**src/rtl/ram_port_arbiter.sv**
```systemverilog
// Two-port arbiter in front of a single-port synchronous RAM.
// Port 0 is the data (load/store) port, port 1 the instruction-fetch port.
// Round-robin with a bounded burst: the current owner keeps the RAM while it
// requests, until it has had BURST_LEN grants in a row and the other port waits.
//
// state | meaning
// IDLE  | no grant last cycle; ties go to the port that was not granted last
// OWN0  | port 0 was granted last cycle; cnt counts its consecutive grants
// OWN1  | port 1 was granted last cycle; cnt counts its consecutive grants
module ram_port_arbiter #(
   parameter int DATA_WIDTH = 16,
   parameter int ADDR_WIDTH = 12,
   parameter int BURST_LEN  = 4
) (
   input  logic                  clk,
   input  logic                  rst,
   input  logic                  req0,
   input  logic                  we0,
   input  logic [ADDR_WIDTH-1:0] addr0,
   input  logic [DATA_WIDTH-1:0] din0,
   output logic                  ack0,
   output logic                  rvalid0,
   output logic [DATA_WIDTH-1:0] rdata0,
   input  logic                  req1,
   input  logic                  we1,
   input  logic [ADDR_WIDTH-1:0] addr1,
   input  logic [DATA_WIDTH-1:0] din1,
   output logic                  ack1,
   output logic                  rvalid1,
   output logic [DATA_WIDTH-1:0] rdata1,
   output logic                  ram_we,
   output logic [ADDR_WIDTH-1:0] ram_addr,
   output logic [DATA_WIDTH-1:0] ram_din,
   input  logic [DATA_WIDTH-1:0] ram_dout
);

   localparam logic [3:0] BURST = 4'(BURST_LEN);

   typedef enum logic [1:0] {IDLE, OWN0, OWN1} owner_t;

   owner_t     owner, owner_nxt;
   logic       last, last_nxt;
   logic [3:0] cnt, cnt_nxt;
   logic       rpend0, rpend0_nxt;
   logic       rpend1, rpend1_nxt;
   logic       gnt;
   logic       gsel;

   // Grant decision and next-state computation.
   always_comb begin
      gnt        = 1'b0;
      gsel       = 1'b0;
      owner_nxt  = IDLE;
      last_nxt   = last;
      cnt_nxt    = 4'd0;
      rpend0_nxt = 1'b0;
      rpend1_nxt = 1'b0;

      case (owner)
         IDLE: begin
            if (req0 && req1) begin
               gnt  = 1'b1;
               gsel = ~last;
            end else if (req0) begin
               gnt  = 1'b1;
               gsel = 1'b0;
            end else if (req1) begin
               gnt  = 1'b1;
               gsel = 1'b1;
            end
         end
         OWN0: begin
            if (req0 && (!req1 || cnt < BURST)) begin
               gnt  = 1'b1;
               gsel = 1'b0;
            end else if (req1) begin
               gnt  = 1'b1;
               gsel = 1'b1;
            end
         end
         OWN1: begin
            if (req1 && (!req0 || cnt < BURST)) begin
               gnt  = 1'b1;
               gsel = 1'b1;
            end else if (req0) begin
               gnt  = 1'b1;
               gsel = 1'b0;
            end
         end
         default: ;
      endcase

      if (gnt) begin
         owner_nxt = gsel ? OWN1 : OWN0;
         last_nxt  = gsel;
         // From IDLE cnt is already 0, so a repeat of 'last' still restarts at 1.
         if (owner == owner_nxt)
            cnt_nxt = (cnt >= BURST) ? BURST : cnt + 4'd1;
         else
            cnt_nxt = 4'd1;
         rpend0_nxt = ~gsel & ~we0;
         rpend1_nxt = gsel & ~we1;
      end
   end

   // State register; reset clears everything immediately.
   always_ff @(posedge clk or posedge rst) begin
      if (rst) begin
         owner  <= IDLE;
         last   <= 1'b1;
         cnt    <= 4'd0;
         rpend0 <= 1'b0;
         rpend1 <= 1'b0;
      end else begin
         owner  <= owner_nxt;
         last   <= last_nxt;
         cnt    <= cnt_nxt;
         rpend0 <= rpend0_nxt;
         rpend1 <= rpend1_nxt;
      end
   end

   // RAM steering; with no grant the port 0 lines pass through as a harmless read.
   always_comb begin
      ack0     = gnt & ~gsel & ~rst;
      ack1     = gnt & gsel & ~rst;
      ram_we   = gnt & ~rst & (gsel ? we1 : we0);
      ram_addr = (gnt && gsel) ? addr1 : addr0;
      ram_din  = (gnt && gsel) ? din1 : din0;
      rvalid0  = rpend0;
      rvalid1  = rpend1;
      rdata0   = ram_dout;
      rdata1   = ram_dout;
   end

endmodule

```
**config.mk**
```make
export PLATFORM = sky130hd
export DESIGN_NAME = ram_port_arbiter
export DESIGN_NICKNAME = d
export VERILOG_FILES = /design/src/rtl/ram_port_arbiter.sv
export SDC_FILE = /design/constraint.sdc
export NUM_CORES = 1
export LEC_CHECK = 0
export ABC_AREA = 1
export CELL_PAD_IN_SITES_DETAIL_PLACEMENT = 0
export CELL_PAD_IN_SITES_GLOBAL_PLACEMENT = 1
export CORE_MARGIN = 1.5
export CORE_UTILIZATION = 15
export CTS_CLUSTER_SIZE = 25
export DETAILED_ROUTE_END_ITERATION = 6
export PLACE_DENSITY_LB_ADDON = 0.15
export SLEW_MARGIN = 20
export SYNTH_ARGS = -nofsm -noshare
export SYNTH_HDL_FRONTEND = slang
export SYNTH_SLANG_ARGS = --single-unit
export TNS_END_PERCENT = 10
```
**constraint.sdc**
```tcl
create_clock -name clk -period 4.45 [get_ports clk]
set_clock_uncertainty 0.1 [all_clocks]
set_input_delay 0.89 -clock clk [delete_from_list [all_inputs] [get_ports clk]]
set_output_delay 0.89 -clock clk [all_outputs]
set_load 0.01 [all_outputs]
```
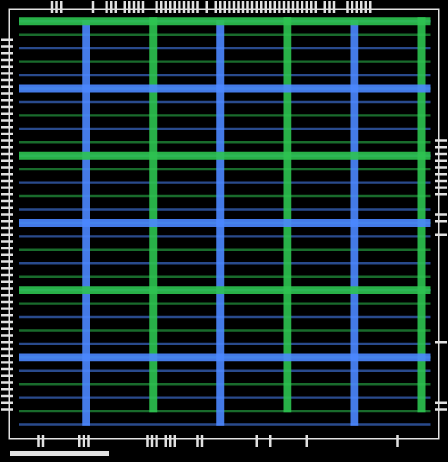
Figure 1: run 1, floorplan with the power grid.
Scale bar: 20 um. Pins as bars on the die edge.
Key: green = VDD; blue = VSS
6 straps on met4. 6 straps on met5. 31 met1 rails follow the rows. The core has 30 rows. 143 signal pins sit on the boundary.

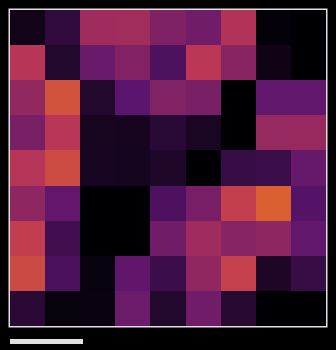
Figure 2: run 1, cell area per tile.
Scale bar: 20 um. 9 x 9 tiles, from black (low) to pale yellow (high), 0 to 100% covered.
The fullest tile reaches 62%. The densest ninth of the die: top middle. The emptiest ninth of the die: middle.

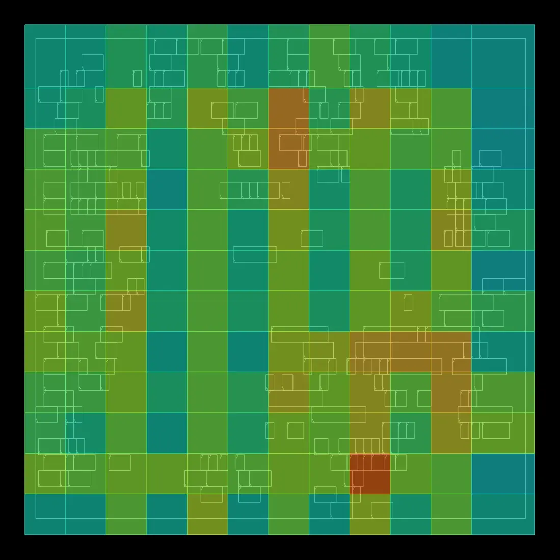
Figure 3: run 1, routing congestion map.
DR WL/cell: 9.67 um
Core Util, Final: 0.279
met1 global-route usage: 0.0986
GR peak layer: met2
met3 Use GR: 0.0438

==> impl_metrics.py, run 1 <==
# Flow results
metrics = {
    "placed_design": {
        "post-dp-hpwl_um": 2650,
        "place_inst": 332,
        "gp_congestion": 0.692,
    },
    "grt": {
        "grt_max_degree": 32,
        "grt_overflow": 0,
        "use_met2": 0.152,
        "grt_first_pass_wirelength_um": 5290,
        "grt_usage": 0.0885,
        "grt_pass1_vias": 1184,
    },
    "logic_synthesis": {
        "ys_types": 21,
        "ys_sh_xor": 0,
        "synthesis.nets": 257,
        "ys_cells": 178,
        "yosys.area_share.aoi": 0.0286,
        "ys_top_logic_family": "simple AND/OR/NAND/NOR gates",
        "synthTopCellsByCount": "nand2_1, buf_4, nor2_1, inv_1, dfrtp_1",
        "synth.cell_area_um2": 1050,
        "yosysMostFrequentCell": "nand2_1",
        "postSynthCellCount": 178,
        "yosys-top-cells-area": "nand2_1, buf_4, dfrtp_1",
        "synth_flops": 9,
        "synth-main-ff-cell": "dfrtp_1",
        "yosys_warnings": 0,
        "yosysSeqAreaShare": 0.216,
    },
    "worst_setup_path": {
        "arrival_ns": 2.90,
        "crit_path_max_incr_delay_ns": 0.55,
        "path_buffers": 5,
        "end_kind": "output port",
        "cp.required_ns": 3.46,
        "crit_family": "buffers and inverters",
        "crit_fanout": 19,
        "worstSetupStartpointType": "input port",
    },
    "final_timing": {
        "hold_slack_ns": 0.391,
        "hold_violations": 0,
        "rsz0062_at_grt": "no",
        "period_used_share": 0.873,
        "setup_viol_count_final": 0,
        "tightest_slew_ns": 0.741,
        "slew_headroom": 0.501,
        "fmax_ghz": 0.257,
    },
    "clock_tree": {
        "cts_setup_buffers": 0,
        "clock_latency_ns": 0.23,
        "clkTransAtPathRegs_ns": 0.04,
        "clockBufferDepth": 2,
    },
    "layout": {
        "fin_cells": 336,
        "antenna_cells": 0,
        "syn2layout_area_growth_pct": 80.8,
    },
    "drt": {
        "m1WireLength_um": 1310,
        "met2_length_um": 1520,
        "drtAntennaViolNets": 0,
        "wirelength_um": 3250,
        "drc": 0,
        "vias": 1179,
        "top_layer": "met4",
        "firstDrtPassIters": 4,
        "drtIter0Drc": 27,
    },
    "flow_run": {
        "tool_warnings": 26,
    },
    "pwr": {
        "power.leakage_uw": 0.000900,
        "powerDensity_nw_per_um2": 495,
    },
    "floorplanning": {
        "fp.dieW_um": 86.6,
        "core_util_floorplan": 0.154,
        "chipArea_um2": 7500,
        "die.size.y_um": 86.6,
        "rows": 30,
    },
    "hold_path": {
        "min_path_type": "reg -> reg",
    },
    "status": {
        "status": "complete, no violations",
    },
}
[run 1: flip-flops by register name, indices dropped and copies added (netlist names)]
name / cells
cnt: 4
last: 1
owner: 2
rvalid0: 1
rvalid1: 1
[run 1: area by class of cell]
cell class | instances | share of cell area
timing repair buffer | 96 | 0.511
multi-input combinational | 120 | 0.261
sequential | 9 | 0.119
tap | 96 | 0.0634
clock buffer | 4 | 0.0238
inverter | 11 | 0.0218
[run 1: power by group]
part	total, uW	switching (uW)	internal [uW]
clock	93.4	31.1	62.3
sequential	132	16.9	115
combinational	712	346	367
total	938	394	545
[run 1: worst paths after layout]
check	startpoint	endpoint	slack (ns)	depth (start not counted)
min	last	last	0.39	2
max in group asynchronous	rst	last	2.99	2
min in group asynchronous	rst	cnt[0]	0.96	2
max	req0	ram_we	0.56	9
min reg2reg	last	last	0.39	2
max reg2reg	cnt[3]	last	2.84	8
[run 1: cell usage in the layout (no fill, tap or decap)]
master and instances:
nand3b_1 1, o21ai_0 1, dfstp_2 1, a21oi_1 2, or2_2 1, clkbuf_8 3, o211ai_1 1, inv_1 9
clkbuf_1 1, dfrtp_1 8, o21bai_1 1, ha_1 1, nor3_1 1, clkdlybuf4s50_1 94, buf_12 1, conb_1 1
nand2_1 93, nor2_1 11, nand3_1 3, inv_2 2, nand2_2 2, nor2_4 1, buf_4 1
[run 1: worst min-delay path, stage by stage (launching register included)]
cell and delay, ns:
dfstp_2 0.35, inv_1 0.07, a21oi_1 0.06
[run 1: per-stage QoR]
stage / instance area (um2) / setup WS (ns) / utilization
3_5_place_dp: 1850 / 0.526 / 0.272
5_1_grt: 1900 / 0.327 / 0.279
4_1_cts: 1900 / 0.519 / 0.279
3_3_place_gp: 1850 / 0.581 / 0.272
2_1_floorplan: 1050 / 1.77 / -
6_report: 1900 / 0.563 / 0.279
Figure 4. Placed cells, one colour a class (run 1).
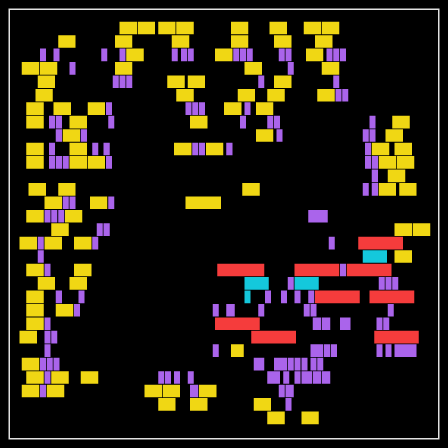

==> inputs of run 2 (changes only) <==
--- a/config.mk
+++ b/config.mk
@@ -8,6 +8,7 @@
 export ABC_AREA = 1
 export CELL_PAD_IN_SITES_DETAIL_PLACEMENT = 0
 export CELL_PAD_IN_SITES_GLOBAL_PLACEMENT = 1
+export CORE_ASPECT_RATIO = 0.7
 export CORE_MARGIN = 1.5
 export CORE_UTILIZATION = 15
 export CTS_CLUSTER_SIZE = 25
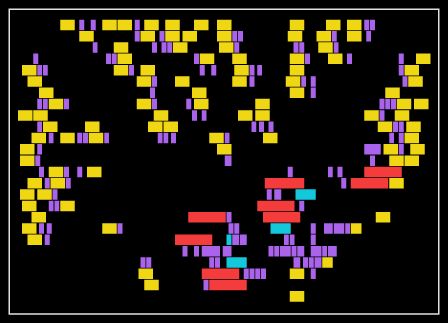
Figure 5: run 2, placed cells, one colour a class.
Key: cyan = clock drivers and dummy loads [cells 4, share of their area 2.6%]; yellow = remaining buffers and delay cells [cells 96, share of their area 54%]; purple = remaining logic cells [cells 131, share of their area 30%]; red = sequential cells [cells 9, share of their area 13%]
standard-cell rows: 25
design area: 1880 um2
Seq area share: 0.120
Core Util, Final: 0.278
core area: 6760 um2

==> run 2 against run 1 <==
Against the previous run: routed wire length fell by 0.89%; synthesized area stayed put; synthesized cell count is the same; sequential power barely moved; non-clock buffer count stayed put; hold slack better by 0.0051 ns; core utilization down 0.067 points; global-route usage shrank 0.34 points; largest cell class unchanged; largest power group unchanged.
==> impl_metrics.py, run 2 <==
# Flow results
metrics = {
    "pwr": {
        "powerDensity_nw_per_um2": 489,
        "power.leakage_uw": 0.000895,
    },
    "hold_path": {
        "min_path_type": "reg -> reg",
    },
    "grt": {
        "grt_usage": 0.0852,
        "grt_pass1_vias": 1068,
        "grt_overflow": 0,
        "grt_max_degree": 32,
    },
    "floorplanning": {
        "chipArea_um2": 7510,
    },
    "placed_design": {
        "post-dp-hpwl_um": 2550,
        "place_area_um2": 1840,
    },
    "worst_setup_path": {
        "path_buffers": 4,
        "path_depth": 8,
        "crit_fanout": 30,
        "crit_path_max_incr_delay_ns": 0.53,
        "worstSetupStartpointType": "input port",
        "arrival_ns": 2.92,
        "cp.required_ns": 3.46,
        "reg2reg_slack_ns": 2.82,
    },
    "logic_synthesis": {
        "synth-main-ff-cell": "dfrtp_1",
        "yosys_warnings": 0,
        "yosys.area_share.aoi": 0.0286,
        "synth_flops": 9,
        "yosysMostFrequentCell": "nand2_1",
        "synth.cell_area_um2": 1050,
        "synthesis.nets": 257,
        "yosys-top-cells-area": "nand2_1, buf_4, dfrtp_1",
    },
    "final_timing": {
        "period_used_share": 0.878,
        "rsz0062_at_grt": "no",
        "tightest_slew_ns": 0.530,
        "fmax_ghz": 0.256,
        "worst_slack_ns": 0.541,
    },
    "clock_tree": {
        "clock_latency_ns": 0.23,
        "cts_setup_buffers": 0,
    },
    "status": {
        "status": "complete, no violations",
    },
    "layout": {
        "reg_top3": "cnt x4, owner x2",
        "largest_reg_flops": 4,
    },
    "flow_run": {
        "tool_warnings": 26,
    },
}
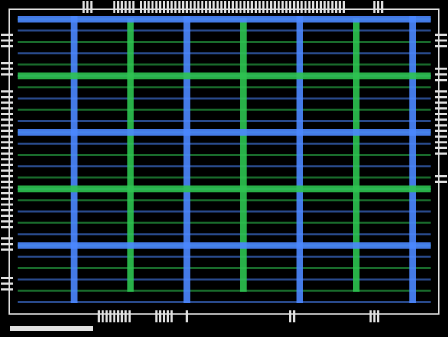
Figure 6: run 2, floorplan with the power grid.
Scale bar: 20 um. Pins as bars on the die edge.
Key: blue = VSS; green = VDD
143 signal pins sit on the boundary. 5 straps on met5. The core has 25 rows.
width of the die: 103 um
VDD IR-drop max: 0.000149 V
height of the die: 73.0 um

-- run 2: cell types whose count changed in the layout (fill, tap and decap cells not counted) --
cell    delta
buf_4      +1
buf_12     -1
-- run 2: area by class of cell --
class	instances	area, um2	share of cell area
multi-input cells	120	494	0.263
repair buffers	96	956	0.508
flip-flops and latches	9	226	0.120
clock buffers	4	45.0	0.0240
well taps	94	118	0.0625
inverters	11	41.3	0.0220
-- run 2: metrics by stage --
stage | cells | hold slack (ns)
after global placement | 330 | 0.396
final | 334 | 0.397
after CTS | 334 | 0.400
after floorplan | 178 | 0.353
after global routing | 334 | 0.416
after detailed placement | 330 | 0.391
-- run 2: final timing paths --
| path | startpoint | end |
|---|---|---|
| setup / recovery | req0 | ram_din[10] |
| hold / removal | last | last |
| setup reg to reg | cnt[3] | last |
| hold reg to reg | last | last |
| max in group asynchronous | rst | last |
| min in group asynchronous | rst | cnt[0] |
-- run 2: logic make-up after synthesis --
group,Yosys count
other,1
adder cells (fa/ha/maj),1
AND-OR/OR-AND,5
buffers and inverters,49
AND/OR/NAND/NOR,113
flip-flops,9
-- run 2: layer usage --
layer / GRT usage / up-vias / wire length (um)
li1: - / 621 / -
met1: 0.100 / 469 / 1350
met2: 0.144 / 50 / 1520
met3: 0.0335 / 2 / 340
met4: 0.0240 / 0 / 12
met5: 0 / - / 0
-- run 2: power breakdown --
part	internal (uW)	switching, uW	total (uW)	leakage (uW)
Combinational	352	343	696	0.000760
Clock	62.3	31.4	93.7	0.0000228
Sequential	115	15.4	131	0.000112
Total	530	390	920	0.000895
-- run 2: worst register-to-register path: cells and delay by family (launching register included) --
kind                   cells  cell delay, ns
AND-OR/OR-AND              1            0.13
buffers and inverters      1            0.32
flip-flops                 1            0.37
AND/OR/NAND/NOR            6            0.65
==> inputs of run 3 (changes only) <==
--- a/config.mk
+++ b/config.mk
@@ -13,6 +13,7 @@
 export CORE_UTILIZATION = 15
 export CTS_CLUSTER_SIZE = 25
 export DETAILED_ROUTE_END_ITERATION = 6
+export HOLD_SLACK_MARGIN = 0.08
 export PLACE_DENSITY_LB_ADDON = 0.15
 export SLEW_MARGIN = 20
 export SYNTH_ARGS = -nofsm -noshare
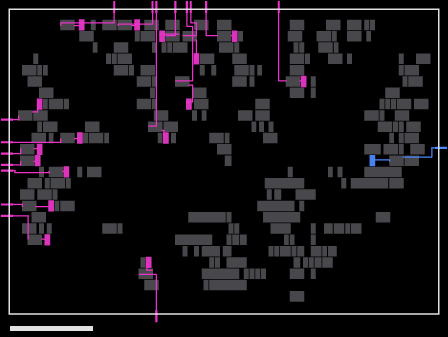
Figure 7: run 3, nets reached from selected ports.
Scale bar: 20 um.
Key: magenta = din1 [direction input, edge 8 top, 7 left, 1 bottom, end cells 16, wire 219 um]; blue = ram_we [direction output, edge right, end cells 1, wire 14.7 um]
# IOs: 143
buffers added on ports: 94

==> run 3 against run 2 <==
Against the previous run: hold slack unchanged; worst setup slack unchanged; first-iteration DRC count unchanged; cell count unchanged; critical path depth unchanged; core utilization unchanged; synthesized area unchanged; flip-flop count unchanged; design area unchanged; sequential share of layout area unchanged; largest cell class unchanged.
==> impl_metrics.py, run 3 <==
# Flow results
metrics = {
    "layout": {
        "max_flop_register": "cnt",
        "antenna_cells": 0,
        "fin_cells": 334,
        "final_util": 0.278,
        "nNetsFinal": 320,
        "largest_reg_flops": 4,
        "fin_area_um2": 1880,
        "lay_top_cells": "clkdlybuf4s50_1, nand2_1, nor2_1",
        "syn2layout_area_growth_pct": 79.4,
        "layout-drive-gt1-share": 0.0500,
        "reg_top3": "cnt x4, owner x2",
        "mostFrequentLayoutCell": "clkdlybuf4s50_1",
    },
    "grt": {
        "grt_overflow": 0,
        "grt_first_pass_wirelength_um": 4970,
        "grt_pass1_vias": 1068,
        "grt_usage": 0.0852,
        "grt_max_degree": 32,
    },
    "logic_synthesis": {
        "synth-main-ff-cell": "dfrtp_1",
        "postSynthCellCount": 178,
        "synthesis.nets": 257,
        "yosys-top-cells-area": "nand2_1, buf_4, dfrtp_1",
        "synthTopCellsByCount": "nand2_1, buf_4, nor2_1, inv_1, dfrtp_1",
        "synth_flops": 9,
        "yosys_warnings": 0,
        "synth.cell_area_um2": 1050,
        "yosysTopAreaCell": "nand2_1",
        "ys_cells": 178,
        "yosysMostFrequentCell": "nand2_1",
        "ys_types": 21,
        "yosysSeqAreaShare": 0.216,
    },
    "drt": {
        "vias": 1142,
        "wl_per_cell_um": 9.64,
        "drtIter0Drc": 58,
        "via_per_inst": 3.42,
        "drtAntennaViolNets": 0,
        "firstDrtPassIters": 4,
        "wirelength_um": 3220,
        "drc": 0,
    },
    "clock_tree": {
        "cts_setup_buffers": 0,
        "clock_latency_ns": 0.23,
        "clockBufferDepth": 2,
        "clkTransAtPathRegs_ns": 0.04,
    },
    "pwr": {
        "p_int_uw": 530,
        "power.leakage_uw": 0.000895,
        "powerDensity_nw_per_um2": 489,
        "power_frac_comb": 0.756,
        "max-vdd-ir-drop_v": 0.000149,
        "switchingPower_uw": 390,
        "p_seq_frac": 0.142,
        "switching_share": 0.424,
        "power_uw": 920,
        "power_frac_clock": 0.102,
    },
    "floorplanning": {
        "chipArea_um2": 7510,
        "die.size.y_um": 73.0,
        "coreArea_um2": 6760,
        "rows": 25,
        "fp.dieW_um": 103,
        "core_util_floorplan": 0.155,
    },
    "worst_setup_path": {
        "reg2reg_slack_ns": 2.82,
        "cp.required_ns": 3.46,
        "crit_path_max_incr_delay_ns": 0.53,
        "arrival_ns": 2.92,
        "crit_fanout": 30,
        "end_kind": "output port",
        "worstSetupStartpointType": "input port",
    },
    "final_timing": {
        "rsz0062_at_grt": "no",
        "worst_slack_ns": 0.541,
        "slew_headroom": 0.646,
        "hold_violations": 0,
        "fin_tns_setup_ns": 0,
        "period_used_share": 0.878,
        "tightest_slew_ns": 0.530,
        "fmax_ghz": 0.256,
        "hold_slack_ns": 0.397,
        "setup_viol_count_final": 0,
    },
    "placed_design": {
        "place_area_um2": 1840,
        "dp_slack_ns": 0.466,
        "post-dp-hpwl_um": 2550,
        "gp_congestion": 0.709,
        "place_inst": 330,
    },
    "flow_run": {
        "tool_warnings": 26,
    },
    "hold_path": {
        "min_path_type": "reg -> reg",
    },
    "status": {
        "status": "complete, no violations",
    },
}
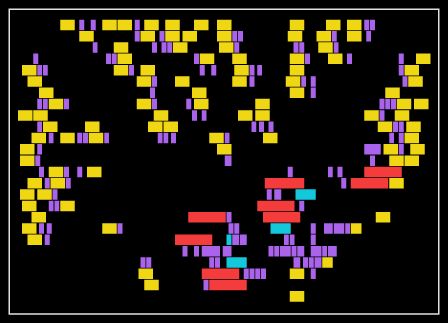
Figure 8: run 3, placed cells, one colour a class.
Key: purple = remaining logic cells [cells 131, share of their area 30%]; cyan = clock drivers and dummy loads [cells 4, share of their area 2.6%]; red = sequential cells [cells 9, share of their area 13%]; yellow = remaining buffers and delay cells [cells 96, share of their area 54%]

==> run 3: cell counts after synthesis <==
No cell type changed its count.
==> run 3: cell type report <==
| type | count | area [um2] | share of cell area |
|---|---|---|---|
| Inverter | 11 | 41.3 | 0.0220 |
| Clock buffer | 4 | 45.0 | 0.0240 |
| Tap cell | 94 | 118 | 0.0625 |
| Multi-Input combinational cell | 120 | 494 | 0.263 |
| Timing Repair Buffer | 96 | 956 | 0.508 |
| Sequential cell | 9 | 226 | 0.120 |
==> run 3: power by group through the flow <==
stage | clock network (uW) | logic (uW) | registers (uW)
final | 93.7 | 696 | 131
after global routing | 103 | 786 | 134
after detailed placement | 0 | 716 | 132
after CTS | 97.4 | 721 | 131
after floorplan | 0 | 390 | 132
after global placement | 0 | 725 | 132
==> run 3: logic make-up (layout without fill, tap and decap cells) <==
kind of cell,after synthesis,after routing,synth area share
compound gates,5,5,0.0286
fa+ha+maj,1,1,0.0119
buf+inv,49,111,0.313
flops,9,9,0.216
other cells,1,1,0.00358
simple gates,113,113,0.427
==> run 3: path summary, 6_finish.rpt <==
kind / start / endpoint / depth (start not counted)
setup / recovery: req0 / ram_din[10] / 8
hold / removal: last / last / 2
setup reg to reg: cnt[3] / last / 8
hold reg to reg: last / last / 2
max in group asynchronous: rst / last / 2
min in group asynchronous: rst / cnt[0] / 2
==> run 3: critical path: cells and delay by family <==
family,cells,cell delay [ns]
AND/OR/NAND/NOR,3,0.30
buffers and inverters,4,1.48
AND-OR/OR-AND,1,0.25
==> run 3: metal layers <==
| layer | global-route usage | share of wire |
|---|---|---|
| met1 | 0.100 | 0.42 |
| met2 | 0.144 | 0.47 |
| met3 | 0.0335 | 0.11 |
| met4 | 0.0240 | 0.0037 |
| met5 | 0 | 0 |
No activity file was given, so power comes from the tool's default toggle rates.
